File: src/rtl/dll_tap_ctrl.sv
// FMDLL delay-line loop controller: turns phase-detector up/dn decisions into a
// tap code, with a raw-vote coarse SEARCH, a filtered TRACK phase and lock detect.
module dll_tap_ctrl #(
  parameter int CODE_W    = 4,
  parameter int MIN_CODE  = 1,
  parameter int MAX_CODE  = 15,
  parameter int INIT_CODE = 8,
  parameter int SETTLE    = 4,
  parameter int FILT_THR  = 8,
  parameter int LOCK_WIN  = 64
) (
  input  logic              clk,
  input  logic              rst_n,
  input  logic              en,
  input  logic              pd_up,
  input  logic              pd_dn,
  output logic [CODE_W-1:0] Q,
  output logic              locked,
  output logic              sat
);

  localparam int SW = $clog2(SETTLE + 1);
  localparam int QW = $clog2(LOCK_WIN + 1);
  localparam int AW = $clog2(FILT_THR + 1) + 1;

  localparam logic [CODE_W-1:0] CODE_MIN  = CODE_W'(MIN_CODE);
  localparam logic [CODE_W-1:0] CODE_MAX  = CODE_W'(MAX_CODE);
  localparam logic [CODE_W-1:0] CODE_INIT = CODE_W'(INIT_CODE);
  localparam logic [SW-1:0]     SETTLE_LD = SW'(SETTLE);
  localparam logic [QW-1:0]     QUIET_MAX = QW'(LOCK_WIN);
  localparam logic signed [AW-1:0] THR_POS = AW'(FILT_THR);
  localparam logic signed [AW-1:0] THR_NEG = -THR_POS;

  typedef enum logic [1:0] {IDLE, SEARCH, TRACK} state_t;

  state_t                 state, state_nxt;
  logic [CODE_W-1:0]      q_nxt;
  logic                   locked_nxt, sat_nxt;
  logic signed [AW-1:0]   acc, acc_nxt, acc_sum, vote;
  logic [SW-1:0]          settle_cnt, settle_nxt;
  logic [QW-1:0]          quiet, quiet_nxt;
  logic [1:0]             rev, rev_nxt;
  logic                   dir_vld, dir_vld_nxt;
  logic                   dir_up, dir_up_nxt;
  logic                   vote_up, vote_dn, live, step_up, blocked;

  assign vote_up = pd_up & ~pd_dn;
  assign vote_dn = pd_dn & ~pd_up;
  assign vote    = vote_up ? AW'(1) : (vote_dn ? -AW'(1) : AW'(0));
  assign live    = (settle_cnt == '0);
  assign acc_sum = acc + vote;

  // NOTE: every next-state variable gets a default before any branch, so no
  // path leaves one unassigned and no latch is inferred.
  always_comb begin
    state_nxt   = state;
    q_nxt       = Q;
    locked_nxt  = locked;
    sat_nxt     = 1'b0;
    acc_nxt     = acc;
    settle_nxt  = live ? settle_cnt : settle_cnt - SW'(1);
    quiet_nxt   = quiet;
    rev_nxt     = rev;
    dir_vld_nxt = dir_vld;
    dir_up_nxt  = dir_up;
    step_up     = 1'b0;
    blocked     = 1'b0;

    if (!en) begin
      state_nxt   = IDLE;
      q_nxt       = '0;
      locked_nxt  = 1'b0;
      acc_nxt     = '0;
      settle_nxt  = '0;
      quiet_nxt   = '0;
      rev_nxt     = '0;
      dir_vld_nxt = 1'b0;
      dir_up_nxt  = 1'b0;
    end else begin
      case (state)
        IDLE: begin
          state_nxt   = SEARCH;
          q_nxt       = CODE_INIT;
          settle_nxt  = SETTLE_LD;
          rev_nxt     = '0;
          dir_vld_nxt = 1'b0;
        end

        SEARCH: begin
          if (live && (vote_up || vote_dn)) begin
            step_up    = vote_up;
            blocked    = step_up ? (Q == CODE_MAX) : (Q == CODE_MIN);
            settle_nxt = SETTLE_LD;
            if (blocked) begin
              sat_nxt = 1'b1;
            end else begin
              q_nxt       = step_up ? Q + CODE_W'(1) : Q - CODE_W'(1);
              dir_vld_nxt = 1'b1;
              dir_up_nxt  = step_up;
              if (dir_vld && (dir_up != step_up)) begin
                rev_nxt = rev + 2'd1;
                // Second reversal: loop has bracketed the target, hand over to TRACK.
                if (rev == 2'd1) begin
                  state_nxt   = TRACK;
                  acc_nxt     = '0;
                  quiet_nxt   = '0;
                  dir_vld_nxt = 1'b0;
                end
              end
            end
          end
        end

        TRACK: begin
          if (quiet != QUIET_MAX) quiet_nxt = quiet + QW'(1);
          if (quiet == QUIET_MAX) locked_nxt = 1'b1;
          if (live) begin
            if (acc_sum == THR_POS || acc_sum == THR_NEG) begin
              step_up    = (acc_sum == THR_POS);
              blocked    = step_up ? (Q == CODE_MAX) : (Q == CODE_MIN);
              acc_nxt    = '0;
              settle_nxt = SETTLE_LD;
              quiet_nxt  = '0;
              if (blocked) begin
                sat_nxt = 1'b1;
              end else begin
                q_nxt = step_up ? Q + CODE_W'(1) : Q - CODE_W'(1);
                // Repeated same-direction corrections mean the loop is drifting.
                if (dir_vld && (dir_up == step_up)) locked_nxt = 1'b0;
                dir_vld_nxt = 1'b1;
                dir_up_nxt  = step_up;
              end
            end else begin
              acc_nxt = acc_sum;
            end
          end
        end

        default: state_nxt = IDLE;
      endcase
    end
  end

  // NOTE: reset is synchronous (sampled only on the clock edge), and all state
  // uses non-blocking assignments so every register updates from pre-edge values.
  always_ff @(posedge clk) begin
    if (!rst_n) begin
      state      <= IDLE;
      Q          <= '0;
      locked     <= 1'b0;
      sat        <= 1'b0;
      acc        <= '0;
      settle_cnt <= '0;
      quiet      <= '0;
      rev        <= '0;
      dir_vld    <= 1'b0;
      dir_up     <= 1'b0;
    end else begin
      state      <= state_nxt;
      Q          <= q_nxt;
      locked     <= locked_nxt;
      sat        <= sat_nxt;
      acc        <= acc_nxt;
      settle_cnt <= settle_nxt;
      quiet      <= quiet_nxt;
      rev        <= rev_nxt;
      dir_vld    <= dir_vld_nxt;
      dir_up     <= dir_up_nxt;
    end
  end

endmodule

File: config.mk
export PLATFORM = sky130hd
export DESIGN_NAME = dll_tap_ctrl
export DESIGN_NICKNAME = d
export VERILOG_FILES = /design/src/rtl/dll_tap_ctrl.sv
export SDC_FILE = /design/constraint.sdc
export NUM_CORES = 1
export LEC_CHECK = 0
export CAP_MARGIN = 20
export CORE_MARGIN = 2
export CORE_UTILIZATION = 38
export DETAILED_ROUTE_END_ITERATION = 8
export GPL_TIMING_DRIVEN = 0
export HOLD_SLACK_MARGIN = 0.1
export SETUP_SLACK_MARGIN = 0.5
export SYNTH_ARGS = -nofsm -noshare
export SYNTH_HDL_FRONTEND = slang
export SYNTH_SLANG_ARGS = --single-unit
File: constraint.sdc
create_clock -name clk -period 6.5 [get_ports clk]
set_input_delay 1.3 -clock clk [delete_from_list [all_inputs] [get_ports clk]]
set_output_delay 1.3 -clock clk [all_outputs]
set_load 0.1 [all_outputs]
### Cell sizes after repair

Scale: 4 px per um.
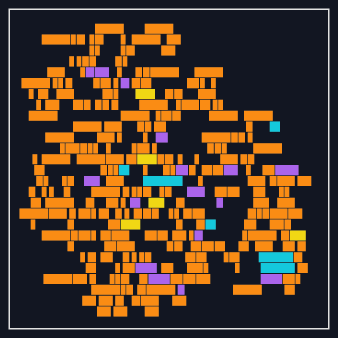
_6 and larger: drawn in yellow, cells 5, share 1.8%, most used clkbuf_8. _3 and _4 cells: drawn in cyan, cells 6, share 2.1%. _2 cells: drawn in purple, cells 16, share 5.7%, most used or2_2. _0 and _1 cells: drawn in orange, cells 254, share 90%, most used dfxtp_1.

### Signal wires on met3

Scale: 3 px per um. Cells faint in the background.
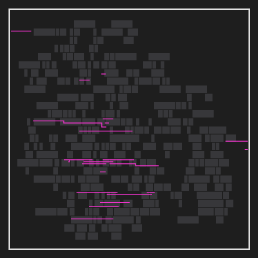
The layer carries 186 um of wire. The layer holds 3.7% of the routed length.

==> deck_impl_summary.md <==
Key Metrics from the Run

Logic synthesis
  • Ys Warns: 0
  • Synth Seq Share: 0.2497
  • Async S/R FF share, synth: 0
  • Dominant flop cell: dfxtp_1
  • Avg Cell Area, Syn: roughly 8.1 sq um
  • EDFF count, synth: 0
  • Basic Gates by Area: 0.2867

Global routing
  • Met1 GRT Util: 0.2272
  • Largest net degree at the start of global routing: 17
  • Initial antenna violation count: 0
  • First-pass GRT wire length: about 8500 um
  • GRT Max-Usage Layer: met2
  • Met2 GRT Util: 0.2723
  • Overflow after GRT: 0

Worst setup path
  • CP Max Fanout: 7
  • CP arrival: 4630 ps
  • Slowest cell on crit path: clkdlybuf4s50_1
  • Worst reg2reg path startpoint: acc[1]
  • Top cell family by delay on the critical path: AND-OR/OR-AND gates
  • CP Launch Point: pd_up
  • Kind of end point of the critical path: flip-flop

STA
  • Post-route setup TNS: 0 ps
  • Max Fclk: 226.1 MHz
  • Worst Skew: 8.327 ps
  • Final period util: 0.6804
  • Unrepaired setup endpoints after global routing: no
  • Final worst setup slack: 2078 ps
  • Fin crit period: between 4000 and 5000 ps
  • Final Max Slew Viols: 0
  • Hold slack: 465.6 ps

Routing
  • Top Metal Used: met4
  • Antenna Nets Post-Route: 0
  • DR WL met3: ~190 um
  • Via Count: ~2,000
  • Residual DRC: 0
  • DRT Pass-1 Iters: 4
  • WL per Instance: 14.35 um
  • Post-Route WL: around 5000 um
  • Metal2 WL: 2276 um

Clock network
  • Num CTS Buffers: 3
  • Clock tree buffer depth: 2
  • TritonCTS clock tree: yes
  • H-tree Lvls: 1
  • CTS Hold Bufs: 0
  • Clk sinks: 27

Placed design
  • Post-DP HPWL: around 3700 um
  • Post-Place Setup Slack: around 1800 ps
  • I/O Buffers: 10

Final layout
  • Final cell count without fillers: about 350
  • Final nets: approximately 310
  • Post-route cell area: 0.002404 sq mm
  • Most frequent cells in the layout: dfxtp_1 (27), nand2_1 (24), nor2_1 (24)
  • Most frequent logic cell in the layout: dfxtp_1
  • Area Growth Syn to Fin: 11.04%
  • Fin util: 0.4365

Die
  • Floorplan Utilization: 0.3931
  • Die W: around 80 um
  • Die Area: 0.006316 sq mm

Outcome
  • Status: finished clean

Flow run
  • Tool warnings: 35

Worst hold path
  • Hold path start: acc[0]

Pwr
  • Switching share of power: 0.3344
## synthesized netlist by cell type, types with 3 or more instances
cell / count / area share
inv_1: 16 / 0.028
clkbuf_1: 7 / 0.012
o21ai_0: 10 / 0.023
nor3b_1: 5 / 0.017
nor2b_1: 4 / 0.012
a22oi_1: 6 / 0.021
xor2_1: 4 / 0.016
nand3_1: 14 / 0.032
ha_1: 18 / 0.10
xnor2_1: 6 / 0.024
a31oi_1: 7 / 0.020
a21oi_1: 15 / 0.035
or2_2: 3 / 0.0087
and3_1: 6 / 0.017
dfxtp_1: 27 / 0.25
nor3_1: 6 / 0.014
nand2_1: 24 / 0.042
mux2i_1: 4 / 0.018
a211oi_1: 3 / 0.010
nor2_1: 24 / 0.042
## flip-flops by register name, indices dropped and copies added (netlist names)
signal / cells
quiet: 7
acc: 5
Q: 4
settle_cnt: 3
rev: 2
state: 2
dir_up: 1
dir_vld: 1
locked: 1
sat: 1
## final timing paths
path / end / slack, ps / depth (start not counted)
max reg2reg: Q[1] / 3760 / 10
min: acc[0] / 470 / 2
min reg2reg: acc[0] / 470 / 2
max: Q[1] / 2080 / 14
## worst min-delay path, delay by kind of cell, from the launching register on
kind	cells	cell delay [ps]
simple gates	1	50
flops	1	330
compound gates	1	50
## area by class of cell
class	count	area [sq um]
tap	72	90.09
inverter	17	63.81
sequential	27	540.5
clock inverter	1	7.507
clock buffer	3	41.29
fill	566	3103
timing repair buffer	10	100.1
multi-input combinational	210	1486
buffer	13	73.82
## power groups by stage
stage	clock (mW)	combinational (mW)	sequential [mW]
2_1_floorplan	0	0.0623	0.180
3_3_place_gp	0	0.0904	0.175
3_5_place_dp	0	0.0900	0.175
4_1_cts	0.109	0.0906	0.171
5_1_grt	0.115	0.0997	0.171
6_report	0.104	0.0916	0.171
Power is estimated from default activity; no workload was simulated.
